## src/rtl/booth_mult_sequencer.sv

```systemverilog
// Sequential radix-2 Booth multiplier for the EX stage: one partial-product step per
// cycle, stalls the pipeline while iterating, pulses done with a held 2*WIDTH product.
module booth_mult_sequencer #(
    parameter int unsigned WIDTH = 32
) (
    input  logic                 clk,
    input  logic                 rst_n,
    input  logic                 start,
    input  logic                 flush,
    input  logic [WIDTH-1:0]     multiplicand,
    input  logic [WIDTH-1:0]     multiplier,
    output logic                 busy,
    output logic                 stall,
    output logic                 done,
    output logic [2*WIDTH-1:0]   product
);

    localparam int unsigned CW = $clog2(WIDTH + 1);

    typedef enum logic [1:0] {
        IDLE = 2'b00,
        RUN  = 2'b01,
        DONE = 2'b10
    } state_t;

    state_t               state_q;
    logic [WIDTH:0]       m_q;
    logic [WIDTH:0]       a_q;
    logic [WIDTH-1:0]     q_q;
    logic                 qm1_q;
    logic [CW-1:0]        cnt_q;
    logic                 busy_q;
    logic                 done_q;
    logic [2*WIDTH-1:0]   prod_q;

    logic                 accept;
    logic [WIDTH:0]       sum_d;
    logic [WIDTH:0]       a_d;
    logic [WIDTH-1:0]     q_d;
    logic                 qm1_d;

    // A carries one guard bit so that negating M = -2^(WIDTH-1) cannot overflow.
    always_comb begin
        accept = start & ~flush & (state_q != RUN);
        unique case ({q_q[0], qm1_q})
            2'b01:   sum_d = a_q + m_q;
            2'b10:   sum_d = a_q - m_q;
            default: sum_d = a_q;
        endcase
        a_d   = {sum_d[WIDTH], sum_d[WIDTH:1]};
        q_d   = {sum_d[0], q_q[WIDTH-1:1]};
        qm1_d = q_q[0];
    end

    assign stall   = rst_n & ((state_q == RUN) | accept);
    assign busy    = busy_q;
    assign done    = done_q;
    assign product = prod_q;

    always_ff @(posedge clk) begin
        if (!rst_n) begin
            state_q <= IDLE;
            m_q     <= '0;
            a_q     <= '0;
            q_q     <= '0;
            qm1_q   <= 1'b0;
            cnt_q   <= '0;
            busy_q  <= 1'b0;
            done_q  <= 1'b0;
            prod_q  <= '0;
        end else begin
            done_q <= 1'b0;
            unique case (state_q)
                RUN: begin
                    if (flush) begin
                        state_q <= IDLE;
                        busy_q  <= 1'b0;
                    end else begin
                        a_q   <= a_d;
                        q_q   <= q_d;
                        qm1_q <= qm1_d;
                        cnt_q <= cnt_q - 1'b1;
                        // Last step: capture the product from the freshly shifted values.
                        if (cnt_q == CW'(1)) begin
                            state_q <= DONE;
                            busy_q  <= 1'b0;
                            done_q  <= 1'b1;
                            prod_q  <= {a_d[WIDTH-1:0], q_d};
                        end
                    end
                end
                default: begin
                    if (accept) begin
                        state_q <= RUN;
                        busy_q  <= 1'b1;
                        m_q     <= {multiplicand[WIDTH-1], multiplicand};
                        a_q     <= '0;
                        q_q     <= multiplier;
                        qm1_q   <= 1'b0;
                        cnt_q   <= CW'(WIDTH);
                    end else begin
                        state_q <= IDLE;
                        busy_q  <= 1'b0;
                    end
                end
            endcase
        end
    end

endmodule
```

## config.mk

```make
export PLATFORM = sky130hd
export DESIGN_NAME = booth_mult_sequencer
export DESIGN_NICKNAME = d
export VERILOG_FILES = /design/src/rtl/booth_mult_sequencer.sv
export SDC_FILE = /design/constraint.sdc
export NUM_CORES = 1
export LEC_CHECK = 0
export CORE_ASPECT_RATIO = 0.9
export CORE_UTILIZATION = 59
export CTS_BUF_LIST = sky130_fd_sc_hd__clkbuf_16
export DETAILED_ROUTE_END_ITERATION = 7
export PLACE_DENSITY_LB_ADDON = 0.2
export SYNTH_ARGS = -nofsm -noshare
export SYNTH_HDL_FRONTEND = slang
export SYNTH_SLANG_ARGS = --single-unit
```

## constraint.sdc

```tcl
create_clock -name clk -period 12.6 [get_ports clk]
set_input_delay 3.15 -clock clk [delete_from_list [all_inputs] [get_ports clk]]
set_output_delay 3.15 -clock clk [all_outputs]
set_load 0.02 [all_outputs]
```

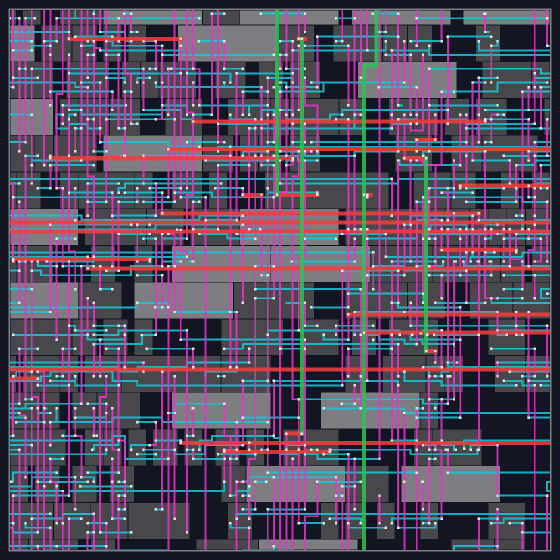
(run_1/closeup.png)
Region (46, 40) to (86, 80) um. Cells in gray, sequential cells in the stronger gray; small squares are vias.
legend:
  M3:
    color: red
  M4:
    color: green
  M2:
    color: magenta
  M1:
    color: cyan
sequential cells in the window: 13
most frequent: nor2_1 (19), nand2_1 (15), a21oi_1 (15)
cells with their middle in the window: 141
netlist names of flops here include: `a_q` (10), `cnt_q` (3)

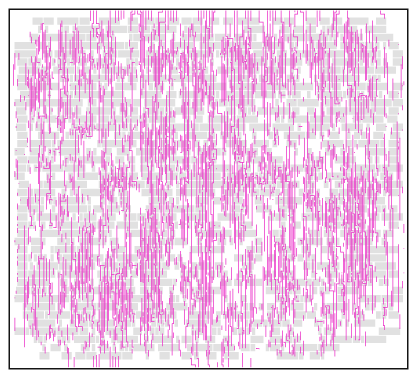
(run_1/m2.png)
Drawn at 3 px/um.
share of all routed wire: 44%
longest straight run: 43.2 um
main direction: vertical
wire length on this layer: 10900 um
nets with wire on the layer: 1147

==> out/metrics.cfg, run 1 <==
[status]
status = completed

[logic_synthesis]
synth_stat.cells = 1201
top_logic_kind = simple AND/OR/NAND/NOR gates
yosysWarnings = 0
syn_area_um2 = 9020
synth_async_sr_flop_share = 0
netlist_instances = 1201
yosysMostFrequentCell = nand2_1
synth_cell_types = 66
ys_sh_mux = 0.00901
ys_chip_area_um2 = 9020
ys_ff = 170
synth-edff-count = 0

[die]
initCoreUtil = 0.609
dieArea_um2 = 15800
fp.coreArea_um2 = 14800

[finish]
final_nets = 1390
area_delta_synth_final_pct = 21.3
final_common_cell = nand2_1

[sta]
clock.fmax_ghz = 0.122
slew_headroom = 0.239
hold_violations = 0
fin_crit_ns = 8.20
fin_crit_sh = 0.651
skew_ns = 0.00907
tns_ns = 0

[routing]
first_pass_iters = 5
dr.first_iter.drc_count = 667
detail_route.wl_per_cell_um = 16.5
drc_errors = 0
via_per_inst = 5.87
dr_total_vias = 8775

[setup_path]
worstPathArrival_ns = 5.05
start_kind = input pin

[pwr]
p_switching_mw = 0.439
powerSeq_mw = 0.568
irDropWorstVdd_mv = 0.107
pg_clk_mw = 0.507
swShare = 0.321
clkPwrFrac = 0.370

[global_route]
grt_pass1_vias = 7975
grt_pass1_wl_um = 39500
grt_overflow_total = 0
grt_antenna_before_repair = 0
grtUsageTotal = 0.313

[run]
openroad.warnings = 27
drv_cap = 0

[clock_tree]
cts_buffers = 17
hold_buffers = 0
h-tree-depth = 4
clockRootBuffer = clkbuf_16
numClockSinks = 170
path_clk_slew_ns = 0.07
clk_path_buf_depth = 2
cts_tree = done
clock_latency_ns = 0.44

[placement]
dpl_worst_slack_ns = 4.42

[min_path]
hp-class = flip-flop to flip-flop

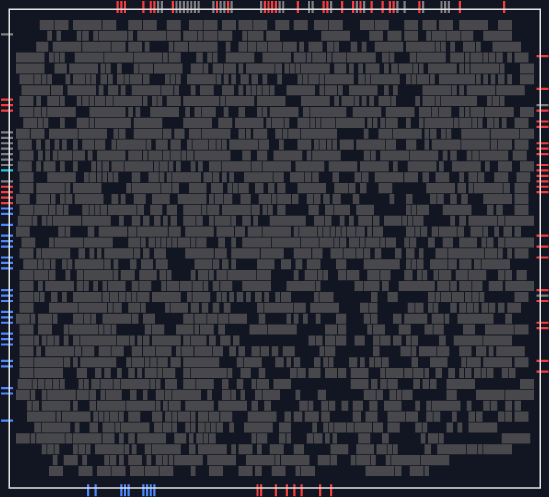
(run_1/pinout.png)
Drawn at 4 px/um. Pins as bars across the die edge, other pins in gray.
legend:
  `multiplicand`:
    color: blue
    pins: 32
    direction: input
    edge: 23 left, 9 bottom
  `product`:
    color: red
    pins: 64
    direction: output
    edge: 26 top, 23 right, 8 bottom, 7 left
  `stall`:
    color: cyan
    pins: 1
    direction: output
    edge: left
DIE WIDTH: 132 um
Buffers on Ports: 134
Die Ht: 119 um

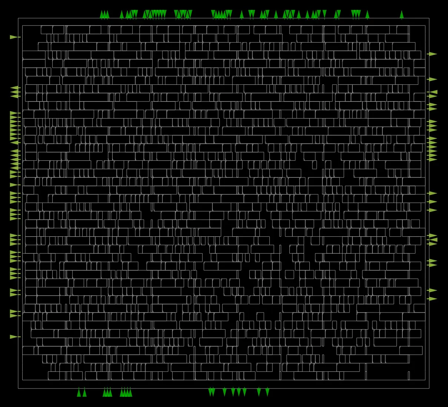
(run_1/placed.png)
number of fill cells in the layout: 1198
n_taps: 198

run 1: flip-flops by register name, indices dropped and copies added, names as in the netlist:
| register | count |
|---|---|
| state_q | 2 |
| qm1_q | 1 |
| m_q | 32 |
| done | 1 |
| q_q | 32 |
| a_q | 32 |
| cnt_q | 6 |
| product | 64 |
run 1: area by class of cell:
cell class                      instances  area (um2)  area share
Sequential cell                       170        3400       0.311
Clock buffer                           17         425      0.0388
Inverter                               25        96.3     0.00880
Timing Repair Buffer                  145        1420       0.130
Clock inverter                         15         135      0.0123
Tap cell                              198         248      0.0226
Multi-Input combinational cell        926        5220       0.477
run 1: worst paths after layout:
kind | slack (ns) | from | endpoint
setup / recovery | 4.40 | rst_n | stall
hold / removal | 0.45 | product[40] | product[40]
hold reg to reg | 0.45 | product[40] | product[40]
setup reg to reg | 7.51 | m_q[5] | a_q[27]
run 1: critical path, stage by stage:
cell and delay [ns]:
clkdlybuf4s50_1 0.46, buf_4 0.30, inv_4 0.28, a21oi_1 0.19, clkdlybuf4s50_1 0.65
run 1: through the flow:
step | hold slack [ns] | instances | power [mW] | cell area, um2 | util
2_1_floorplan | 0.446 | 1201 | 0.782 | 9020 | -
3_3_place_gp | 0.442 | 1464 | 0.860 | 10400 | 0.701
3_5_place_dp | 0.446 | 1464 | 0.864 | 10400 | 0.701
4_1_cts | 0.455 | 1496 | 1.36 | 11000 | 0.739
5_1_grt | 0.476 | 1496 | 1.42 | 11000 | 0.739
6_report | 0.453 | 1496 | 1.37 | 11000 | 0.739
run 1: routing by layer:
metal / vias up / wire length [um] / global-route usage
li1: 4339 / - / -
met1: 4140 / 11600 / 0.430
met2: 258 / 10900 / 0.486
met3: 38 / 1570 / 0.0766
met4: 0 / 477 / 0.0927
met5: - / 0 / 0
==> run_1/layers.png <==
Drawn at 3 px/um. Only two layers are drawn.
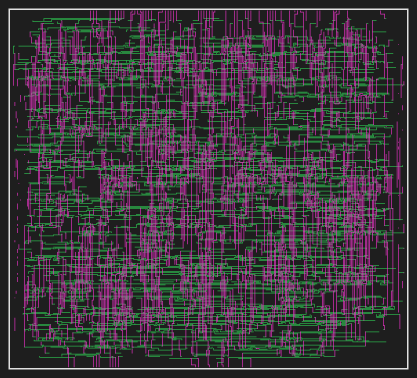

==> run 1 -> run 2 <==
- CORE_UTILIZATION: 59 -> 50
- clock period: 12.6 -> 7.41 ns (I/O delays scaled with it)
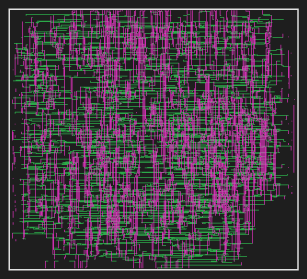
(run_2/layers.png)
Drawn at 2 px/um. Only two layers are drawn.
legend:
  M1:
    color: green
    wire_length: 12300 um
  M2:
    color: magenta
    wire_length: 11200 um
Vias: 8804
wire per inst: 16.5 um
Routed WL: 25300 um

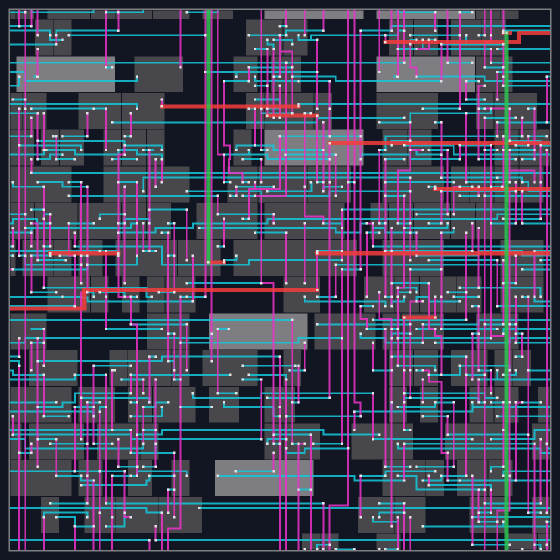
(run_2/closeup.png)
Region (52, 45) to (92, 85) um. Cells in gray, sequential cells in the stronger gray; small squares are vias.
legend:
  M4:
    color: green
  M2:
    color: magenta
  M3:
    color: red
  M1:
    color: cyan
cells with their middle in the window: 127
most frequent: nor2_1 (15), xnor2_1 (15), a21oi_1 (14)
netlist names of flops here include: `a_q` (3)
sequential cells in the window: 5

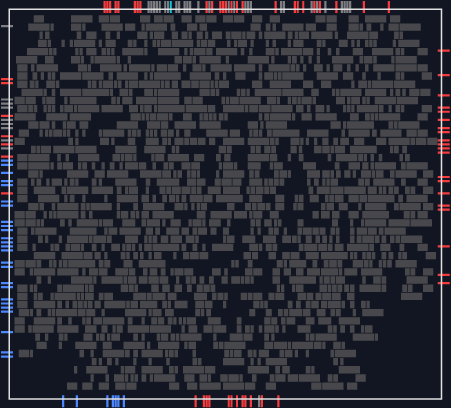
(run_2/pinout.png)
Drawn at 3 px/um. Pins as bars across the die edge, other pins in gray.
legend:
  `stall`:
    color: cyan
    pins: 1
    direction: output
    edge: top
  `product`:
    color: red
    pins: 64
    direction: output
    edge: 25 top, 20 right, 12 bottom, 7 left
  `multiplicand`:
    color: blue
    pins: 32
    direction: input
    edge: 25 left, 7 bottom
all pins by edge: 54 top, 41 left, 20 bottom, 20 right

==> run 2 against run 1 <==
Sequential cell count did not move. Hold slack hardly changed. Non-clock buffer count up 1. Die area grew 18%. Sequential power grew about 70%. Wire length rose by 2.9%. Synthesized cell count did not move. Area after synthesis is the same. Largest power group unchanged.
==> out/metrics.cfg, run 2 <==
[run]
drv_cap = 0  ; unchanged
openroad.warnings = 27  ; unchanged

[placement]
dpl.hpwl_um = 17300  ; was 16900 um
place_inst = 1507  ; was 1464
portBuffers = 134  ; unchanged

[pwr]
p_switching_mw = 0.754  ; was 0.439 mW
leakage_nw = 4.02  ; was 4.00 nW
clkPwrFrac = 0.377  ; was 0.370
internal-power_mw = 1.59  ; was 0.929 mW
irDropWorstVdd_mv = 0.166  ; was 0.107 mV
seq_power_share = 0.413  ; was 0.415
pg_clk_mw = 0.883  ; was 0.507 mW
power.share.combinational = 0.210  ; was 0.214
p_comb_mw = 0.492  ; was 0.293 mW
swShare = 0.322  ; was 0.321
total_power_mw = 2.34  ; was 1.37 mW
powerSeq_mw = 0.966  ; was 0.568 mW

[logic_synthesis]
synth_cell_types = 66  ; unchanged
yosysWarnings = 0  ; unchanged
netlist_instances = 1201  ; unchanged
synth-edff-count = 0  ; unchanged
yosysMostFrequentCell = nand2_1  ; unchanged
synth_stat.cells = 1201  ; unchanged
syn_area_um2 = 9020  ; unchanged
topCellsByArea = dfxtp_1 38%, nand2_1 10%, a21oi_1 8.1%, nor2_1 6.0%, ha_1 5.0%  ; unchanged
synthFlopType = dfxtp_1  ; unchanged
yosys.area.top_type_share = 0.377  ; unchanged
synth_async_sr_flop_share = 0  ; unchanged
ys_chip_area_um2 = 9020  ; unchanged
ys_ff = 170  ; unchanged

[clock_tree]
cts_tree = done  ; unchanged
path_clk_slew_ns = 0.08  ; was 0.07 ns
cts_buffers = 17  ; unchanged
clock_latency_ns = 0.44  ; about the same
hold_buffers = 0  ; unchanged
clockRootBuffer = clkbuf_16  ; unchanged
cts_setup_buffers = 0  ; unchanged
numClockSinks = 170  ; unchanged
clk_path_buf_depth = 2  ; unchanged
h-tree-depth = 4  ; unchanged

[status]
status = completed  ; unchanged

[sta]
skew_ns = 0.00887  ; was 0.00907 ns
rsz0062_at_grt = false  ; unchanged
tightest_slew_ns = 1.11  ; was 1.14 ns
tns_ns = 0  ; unchanged
slew_headroom = 0.258  ; was 0.239
fin_crit_sh = 0.768
slew_violations = 0  ; unchanged
finalSetupViolCount = 0  ; unchanged
fin_crit_ns = 5.69
hold_violations = 0  ; unchanged
clock.fmax_ghz = 0.176

[routing]
ant_nets = 0  ; unchanged
first_pass_iters = 5  ; unchanged
drc_errors = 0  ; unchanged
via_per_inst = 5.72  ; was 5.87
dr.first_iter.drc_count = 800  ; was 667

[finish]
lay_top_cells = 251 x nand2_1, 170 x dfxtp_1, 146 x a21oi_1  ; unchanged
final_common_cell = nand2_1  ; unchanged
instances_no_fill = 1539  ; was 1496
drive_gt1_frac = 0.0477  ; was 0.0478
area_delta_synth_final_pct = 22.2  ; was 21.3%
final_nets = 1391  ; was 1390
largest_register_ffs = 64  ; unchanged

[die]
die_w_um = 144  ; was 132 um
rows = 46  ; was 42
dieArea_um2 = 18600  ; was 15800 um2
fp.coreArea_um2 = 17700  ; was 14800 um2
die_y_um = 129  ; was 119 um
initCoreUtil = 0.511  ; was 0.609

[global_route]
grt_pass1_vias = 7662  ; was 7975
grtUsageTotal = 0.279  ; was 0.313
grt_overflow_total = 0  ; unchanged
grt_antenna_before_repair = 0  ; unchanged
grt_pass1_wl_um = 40500  ; was 39500 um

[setup_path]
path_cells = clkdlybuf4s50_1 -> buf_4 -> inv_4 -> a21oi_1 -> clkdlybuf4s50_1  ; unchanged
path_buffers = 4  ; unchanged
cpMaxStageDelayCell = clkdlybuf4s50_1  ; unchanged
path_common_cell = clkdlybuf4s50_1  ; unchanged
start_kind = input pin  ; unchanged
worstPathArrival_ns = 3.84  ; was 5.05 ns
path_delay_family = buffers and inverters  ; unchanged
max_stage_delay_ns = 0.62  ; was 0.65 ns

[min_path]
hp-class = flip-flop to flip-flop  ; unchanged

run 2: cell counts after synthesis:
Identical to the previous run, type by type.
run 2: through the flow:
| stage | worst slack, ns | hold WS, ns | cell area (um2) | util |
|---|---|---|---|---|
| after detailed placement | 1.75 | 0.446 | 10500 | 0.591 |
| after floorplan | 3.00 | 0.446 | 9020 | - |
| final | 1.72 | 0.453 | 11000 | 0.624 |
| after global placement | 1.76 | 0.442 | 10500 | 0.591 |
| after global routing | 1.60 | 0.473 | 11000 | 0.624 |
| after CTS | 1.74 | 0.455 | 11000 | 0.624 |
run 2: cell families (layout without fill, tap and decap cells):
family                     Yosys count  count (layout)  share of synthesized area
buffers and inverters              105             203                     0.0464
AOI/OAI and AO/OA                  320             320                      0.219
adders and majority gates           37              37                     0.0521
and+or+nand+nor                    503             503                      0.239
DFF                                170             170                      0.377
muxes                                8               8                    0.00901
xor gates and xnor gates            58              58                     0.0571
run 2: area by class of cell:
type                       count  area (um2)
clock buffer                  17         425
clock inverter                15         156
fill                        1574        6640
inverter                      25        96.3
multi-input combinational    926        5220
sequential                   170        3400
tap                          240         300
timing repair buffer         146        1430
run 2: final timing paths:
kind | start | end | slack, ns | depth (start not counted)
setup / recovery | rst_n | stall | 1.72 | 5
hold / removal | product[9] | product[9] | 0.45 | 2
setup reg to reg | m_q[5] | a_q[30] | 2.56 | 19
hold reg to reg | product[9] | product[9] | 0.45 | 2
run 2: routing by layer:
| metal | global-route usage | up-vias | wire length [um] |
|---|---|---|---|
| met5 | 0 | - | 0 |
| met4 | 0.0645 | 0 | 315 |
| met3 | 0.0506 | 24 | 1560 |
| met2 | 0.422 | 291 | 11200 |
| met1 | 0.409 | 4153 | 12300 |
| li1 | - | 4336 | - |
Power and IR drop assume default switching activity.
